**src/rtl/jseq_ctrl.sv**
```systemverilog
// Run-length sequencer driving a WIDTH-stage Johnson ring with one-hot phase decode.
// Optional build macro JSEQ_SELFCORRECT_EN: clears illegal ring patterns and pulses o_err.
module jseq_ctrl #(
  parameter int WIDTH = 4,
  parameter int CNT_W = 8
) (
  input  logic               in_clk,
  input  logic               in_rst_n,
  input  logic               in_start,
  input  logic [CNT_W-1:0]   in_steps,
  input  logic               in_dir,
  input  logic               in_hold,
  input  logic               in_stop,
  input  logic               in_load,
  input  logic [WIDTH-1:0]   in_seed,
  output logic [WIDTH-1:0]   o_q,
  output logic [2*WIDTH-1:0] o_phase,
  output logic               o_busy,
  output logic               o_done,
  output logic               o_err
);

  typedef enum logic [1:0] {
    S_IDLE = 2'd0,
    S_RUN  = 2'd1,
    S_DONE = 2'd2
  } state_t;

  state_t             state_q;
  logic [WIDTH-1:0]   ring_q;
  logic [CNT_W-1:0]   rem_q;
  logic               dir_q;
  logic               busy_q;
  logic               done_q;
  logic               err_q;
  logic [WIDTH-1:0]   ring_fwd;
  logic [WIDTH-1:0]   ring_rev;
  logic               fix;

  assign ring_fwd = {~ring_q[0], ring_q[WIDTH-1:1]};
  assign ring_rev = {ring_q[WIDTH-2:0], ~ring_q[WIDTH-1]};

`ifdef JSEQ_SELFCORRECT_EN
  logic [WIDTH-2:0] trans;
  logic             ring_legal;
  logic             load_now;

  for (genvar gi = 0; gi < WIDTH - 1; gi++) begin : g_trans
    assign trans[gi] = ring_q[gi] ^ ring_q[gi+1];
  end

  assign ring_legal = $onehot0(trans);
  assign load_now   = (state_q == S_IDLE) && !in_start && in_load;
  // Clearing replaces a RUN step, so it is suppressed only by a load.
  assign fix        = !ring_legal && !load_now;
`else
  assign fix = 1'b0;
`endif

  // Pattern of the k-th forward state from all-zeros.
  function automatic logic [WIDTH-1:0] phase_pat(input int k);
    logic [WIDTH-1:0] p;
    p = '0;
    for (int i = 0; i < WIDTH; i++) begin
      if (k <= WIDTH) p[i] = (i >= WIDTH - k);
      else            p[i] = (i < 2 * WIDTH - k);
    end
    return p;
  endfunction

  for (genvar gi = 0; gi < 2 * WIDTH; gi++) begin : g_phase
    assign o_phase[gi] = (ring_q == phase_pat(gi));
  end

  always_ff @(posedge in_clk or negedge in_rst_n) begin
    if (!in_rst_n) begin
      state_q <= S_IDLE;
      ring_q  <= '0;
      rem_q   <= '0;
      dir_q   <= 1'b0;
      busy_q  <= 1'b0;
      done_q  <= 1'b0;
      err_q   <= 1'b0;
    end else begin
      done_q <= 1'b0;
      err_q  <= fix;
      if (fix) ring_q <= '0;
      unique case (state_q)
        S_IDLE: begin
          if (in_start) begin
            if (in_steps != '0) begin
              state_q <= S_RUN;
              busy_q  <= 1'b1;
              rem_q   <= in_steps;
              dir_q   <= in_dir;
            end else begin
              state_q <= S_DONE;
              done_q  <= 1'b1;
            end
          end else if (in_load) begin
            ring_q <= in_seed;
          end
        end
        S_RUN: begin
          if (in_stop) begin
            state_q <= S_IDLE;
            busy_q  <= 1'b0;
          end else if (!in_hold && !fix) begin
            ring_q <= dir_q ? ring_rev : ring_fwd;
            rem_q  <= rem_q - 1'b1;
            if (rem_q == CNT_W'(1)) begin
              state_q <= S_DONE;
              busy_q  <= 1'b0;
              done_q  <= 1'b1;
            end
          end
        end
        S_DONE: state_q <= S_IDLE;
        default: begin
          state_q <= S_IDLE;
          busy_q  <= 1'b0;
        end
      endcase
    end
  end

  assign o_q    = ring_q;
  assign o_busy = busy_q;
  assign o_done = done_q;
  assign o_err  = err_q;

endmodule

```
**config.mk**
```make
export PLATFORM = sky130hd
export DESIGN_NAME = jseq_ctrl
export DESIGN_NICKNAME = d
export VERILOG_FILES = /design/src/rtl/jseq_ctrl.sv
export SDC_FILE = /design/constraint.sdc
export NUM_CORES = 1
export LEC_CHECK = 0
export CAP_MARGIN = 20
export CORE_MARGIN = 4
export CORE_UTILIZATION = 50
export CTS_CLUSTER_DIAMETER = 60
export DETAILED_ROUTE_END_ITERATION = 10
export HOLD_SLACK_MARGIN = 0.06
export PLACE_DENSITY = 0.93
export SYNTH_ARGS = -nofsm -noshare
export SYNTH_HDL_FRONTEND = slang
export SYNTH_SLANG_ARGS = --single-unit
export TNS_END_PERCENT = 50
```
**constraint.sdc**
```tcl
create_clock -name in_clk -period 4.3 [get_ports in_clk]
set_input_delay 1.29 -clock in_clk [delete_from_list [all_inputs] [get_ports in_clk]]
set_output_delay 1.29 -clock in_clk [all_outputs]
set_load 0.01 [all_outputs]
```
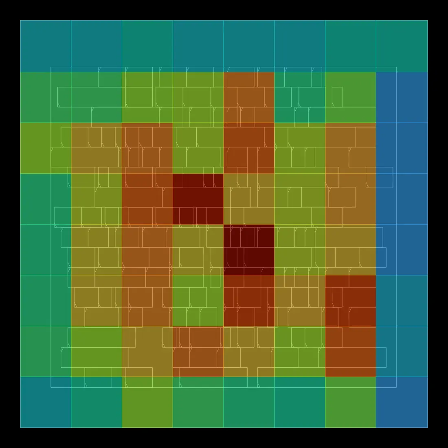
run_1/final_congestion.png
Final Util: 71.1%
GRT busiest layer: met2
GR Util met2: 38.3%

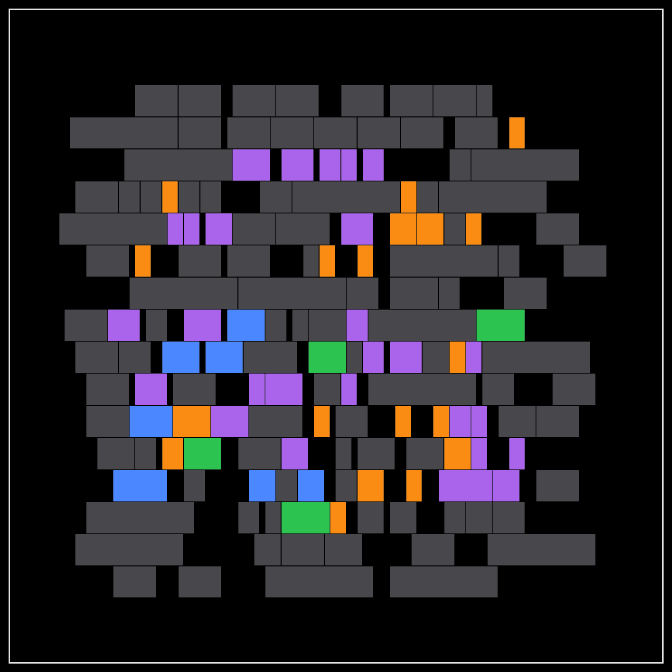
run_1/gate_families.png
color	family	cells
blue	AND and OR gates	7
orange	NAND gates	19
green	AND-OR and OR-AND gates	4
purple	NOR gates	27
combinational share of cell area: 43.5%
Top cell excl fill/tap: clkdlybuf4s50_1

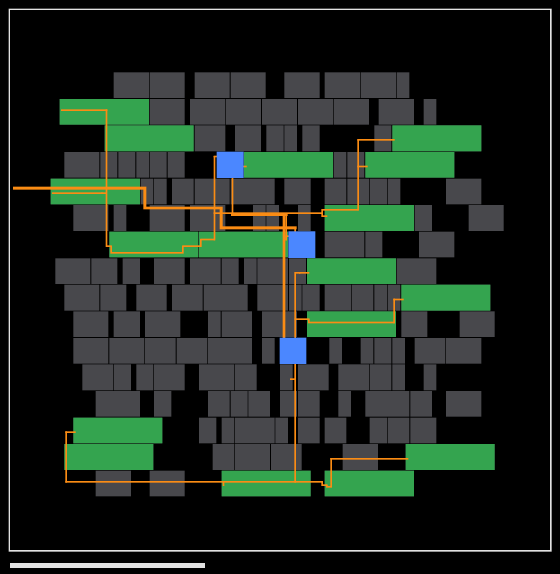
run_1/clock_map.png
The bar under the picture is 20 um long.
[blue] cells driving clock nets | count: 3
[green] flip-flops | count: 17
[orange] clock wires | length: 223 um
flops lie	spread over the die
routed clock nets	4

==> flow_summary.json, run 1 <==
{
  "cts.sinks": 17,
  "cts_tree": "yes",
  "p_per_area_mw_per_mm2": 448,
  "grt_pass1_wl_mm": 5.17,
  "top_layer_used": "met4",
  "status": "finished, final reports clean",
  "drive_gt1_share_pct": 9.09,
  "cp.arrival_ns": 1.77,
  "antenna_found_initial": 0,
  "period_used_pct": 71.1,
  "hold_viol_final": 0,
  "largest_area_cell": "dfrtp_1",
  "dr_wl_met3_um": 215,
  "drc": 0,
  "die_x_um": 55.3,
  "cp_slowest_cell": "clkdlybuf4s50_1",
  "warnings": 27,
  "place.port_buffers": 32,
  "area_growth_syn_to_layout_pct": 29.9,
  "core_mm2": 0.00204,
  "firstDrtPassIters": 4
}
==> run 1: synthesized netlist by cell type, drive strengths merged, types with 2 or more instances <==
library cell	number
nor4b	4
clkbuf	5
nand2	13
o22ai	2
a21oi	10
mux2i	3
a22oi	2
a31oi	4
nor3b	5
ha	2
nor4	4
nand4	2
nand2b	2
o21ai	9
inv	4
nor3	5
dfrtp	17
nor2	9
buf	4
a311oi	2
==> run 1: per-stage QoR <==
stage               instances  hold slack (ns)  util (%)  setup slack (ns)
global route              181            0.598      71.1              1.13
CTS                       181            0.568      71.1              1.24
global placement          177            0.528      69.9              1.29
finish                    181            0.565      71.1              1.24
detailed placement        177            0.553      69.9              1.23
floorplan                 127            0.497         -              1.84
==> run 1: registers in the layout, indices dropped and copies added (netlist names) <==
signal and flops:
o_q 4, o_done 1, state_q 2, rem_q 8, o_busy 1, dir_q 1
==> run 1: power by group <==
group | total, mW | switching, mW | internal, mW
clock | 0.0861 | 0.0500 | 0.0361
sequential | 0.290 | 0.0849 | 0.205
combinational | 0.275 | 0.129 | 0.146
==> run 1: cell families (layout without fill, tap and decap cells) <==
logic type               after synthesis  after routing
AND-OR/OR-AND                         37             37
adder cells (fa/ha/maj)                2              2
buffers and inverters                 13             40
flip-flops                            17             17
multiplexers                           4              4
other                                  1              1
AND/OR/NAND/NOR                       53             53
==> run 1: cell type report <==
type                            count  area share, %
Multi-Input combinational cell     97           43.5
Sequential cell                    17           29.3
Timing Repair Buffer               32           22.0
Tap cell                           27           2.33
Clock buffer                        4           1.81
Inverter                            4           1.03
==> run 1: metal layers <==
layer  vias up  track usage [%]
met5         -                0
met4         0             4.86
met3         2             4.66
met2        50             38.3
met1       544             24.9
li1        531                -
==> run 1: worst max-delay path, delay by kind of cell, from the launching register on <==
family	cells	cell delay [ns]
simple gates	2	0.37
buf+inv	1	0.57
flops	1	0.54
==> run 1: worst paths after layout <==
kind,end,slack (ns),depth (start not counted),start
min in group asynchronous,o_busy,1.44,1,in_rst_n
setup reg to reg,o_busy,2.50,4,state_q[0]
hold reg to reg,state_q[1],0.57,1,state_q[1]
hold / removal,state_q[1],0.57,1,state_q[1]
setup / recovery,o_phase[3],1.24,3,o_q[3]
max in group asynchronous,rem_q[2],2.37,1,in_rst_n
==> run 2, diff against run 1 <==
--- a/config.mk
+++ b/config.mk
@@ -7,11 +7,11 @@
 export LEC_CHECK = 0
 export CAP_MARGIN = 20
 export CORE_MARGIN = 4
-export CORE_UTILIZATION = 50
+export CORE_UTILIZATION = 46
 export CTS_CLUSTER_DIAMETER = 60
 export DETAILED_ROUTE_END_ITERATION = 10
 export HOLD_SLACK_MARGIN = 0.06
-export PLACE_DENSITY = 0.93
+export PLACE_DENSITY = 0.87
 export SYNTH_ARGS = -nofsm -noshare
 export SYNTH_HDL_FRONTEND = slang
 export SYNTH_SLANG_ARGS = --single-unit
==> constraint.sdc (replaced) <==
create_clock -name in_clk -period 2.9 [get_ports in_clk]
set_input_delay 0.87 -clock in_clk [delete_from_list [all_inputs] [get_ports in_clk]]
set_output_delay 0.87 -clock in_clk [all_outputs]
set_load 0.01 [all_outputs]
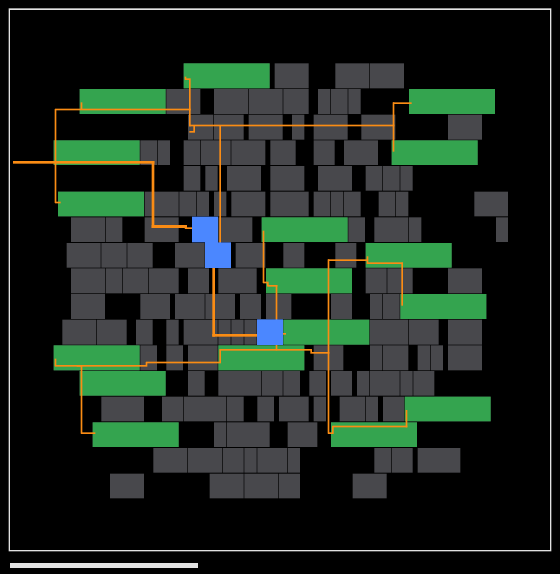
run_2/clock_map.png
The bar under the picture is 20 um long.
[green] flip-flops | count: 17
[blue] cells driving clock nets | count: 3
[orange] clock wires | length: 215 um
routed clock nets	4
Clk pwr share: 14.2%
skew final: 0.0106 ns
clock-net power: 137 uW
worst-skew pair later-pin latency: 0.30 ns

==> run 2 against run 1 <==
Net effect:
- worst setup slack got worse by 0.99 ns
- non-clock buffer count rose by 1
- flip-flop count did not move
- cell area up 0.86%
- clock skew up 0.0090 ns
- power grew 48%
- synthesized cell count stayed put
- clock power grew 59%
- first-iteration DRC count grew 43%
- sequential power rose by 46%
- critical endpoint is now o_phase[5]
- largest cell class unchanged
- largest power group unchanged
==> flow_summary.json, run 2 <==
{
  "grtUsageTotal_pct": 18.8,
  "seqPwrFrac_pct": 44.0,
  "common_cells": "17 x dfrtp_1, 13 x nand2_1, 9 x nor2_1, 9 x o21ai_0, 8 x a21oi_1",
  "htreeDepth": 1,
  "ys_ff": 17,
  "layout.cells.most_common": "clkdlybuf4s50_1",
  "stdcell_count": 183,
  "syn_area_mm2": 0.00112,
  "hold_viol_final": 0,
  "drive_gt1_share_pct": 10.3,
  "combPwrFrac_pct": 41.7,
  "largest_area_cell": "dfrtp_1",
  "drt_iter0_drc": 57,
  "ff_type": "dfrtp_1",
  "cp.arrival_ns": 1.78,
  "cts.sinks": 17,
  "syn_inst": 127,
  "wire_per_inst_um": 16.2,
  "grt_pass1_wl_mm": 5.06,
  "status": "finished, final reports clean",
  "largest_reg_flops": 8,
  "drc": 0,
  "swShare_pct": 40.6,
  "finalPower_uw": 964,
  "worst_pin_slew_ns": 0.800,
  "postCtsResizedCells": 0,
  "p_int_uw": 572,
  "warnings": 27,
  "period_needed_ns": 2.65,
  "die_x_um": 57.3,
  "firstDrtPassIters": 4,
  "syn-num-nets": 148,
  "antenna_cells": 0,
  "syn_avg_cell_area_um2": 8.81,
  "area_growth_syn_to_layout_pct": 31.0,
  "dp_cells": 179,
  "fp_util_pct": 49.6,
  "antenna_found_initial": 0,
  "period_used_pct": 91.2,
  "most_common_cell": "dfrtp_1",
  "net-switching-power_uw": 392,
  "p_per_area_mw_per_mm2": 658,
  "drt.antenna.violating_nets": 0,
  "vias": 1139,
  "cts_tree": "yes",
  "top_area_share_pct": 38.0,
  "dp_hpwl_mm": 2.26,
  "top_register": "rem_q",
  "place.port_buffers": 32,
  "cts.hold.buffers_added": 0
}
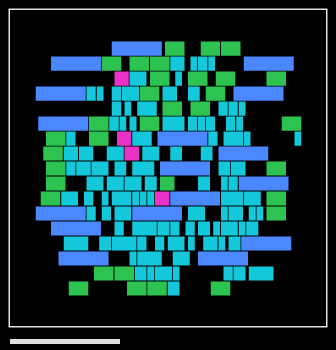
run_2/cell_classes.png
The bar under the picture is 20 um long.
color	class	cells
magenta	clock drivers and dummy loads	4
green	other buffers and delay cells	33
blue	flops	17
cyan	all other logic	101
FP Rows: 17
design area: 0.00147 mm^2
flop share of the area: 29.0%
core area: 0.00225 mm^2

[run 2: area by class of cell]
type	count	area, um^2
Multi-Input combinational cell	97	632
Fill cell	208	790
Tap cell	28	35.0
Inverter	4	15.0
Clock buffer	3	22.5
Sequential cell	17	425
Clock inverter	1	7.51
Timing Repair Buffer	33	328
[run 2: per-layer routing]
metal	vias up	track usage, %	routed length [um]
li1	534	-	-
met1	544	25.8	1220
met2	55	31.5	1520
met3	6	3.17	197
met4	0	3.31	26
met5	-	0	0
[run 2: cells by family (layout without fill, tap and decap cells)]
family / after synthesis / in the layout / synth area share (%)
and+or+nand+nor: 53 / 53 / 27.9
AOI/OAI and AO/OA: 37 / 37 / 22.4
DFF: 17 / 17 / 38.0
buffers and inverters: 13 / 41 / 5.48
muxes: 4 / 4 / 3.69
adders and majority gates: 2 / 2 / 2.24
other: 1 / 1 / 0.335
[run 2: critical path: stages, from the launching register on]
cell and delay [ns]:
dfrtp_1 0.54, nand2_1 0.16, nor3b_1 0.22, clkdlybuf4s50_1 0.57
[run 2: worst paths after layout]
kind	depth (start not counted)	to	from	slack, ns
setup / recovery	3	o_phase[5]	o_q[1]	0.25
hold / removal	1	rem_q[0]	rem_q[0]	0.56
setup reg to reg	4	o_busy	state_q[0]	1.08
hold reg to reg	1	rem_q[0]	rem_q[0]	0.56
max in group asynchronous	1	o_q[2]	in_rst_n	1.37
min in group asynchronous	1	rem_q[0]	in_rst_n	1.02
[run 2: power by group through the flow]
stage                     clock network (mW)  registers (mW)  logic [mW]
final                                  0.137           0.424       0.402
after global routing                   0.156           0.438       0.447
after CTS                              0.139           0.422       0.404
after detailed placement                   0           0.427       0.402
after global placement                     0           0.419       0.389
after floorplan                            0           0.369       0.283
[run 2: per-stage QoR]
step                cell area (um^2)  hold slack [ns]  worst slack, ns  util (%)
floorplan                       1120            0.497            0.864         -
global placement                1440            0.525            0.295      63.7
detailed placement              1440            0.529            0.165      63.7
CTS                             1470            0.570            0.265      65.0
global route                    1470            0.602            0.116      65.0
finish                          1470            0.562            0.255      65.0
Power and IR drop assume default switching activity.
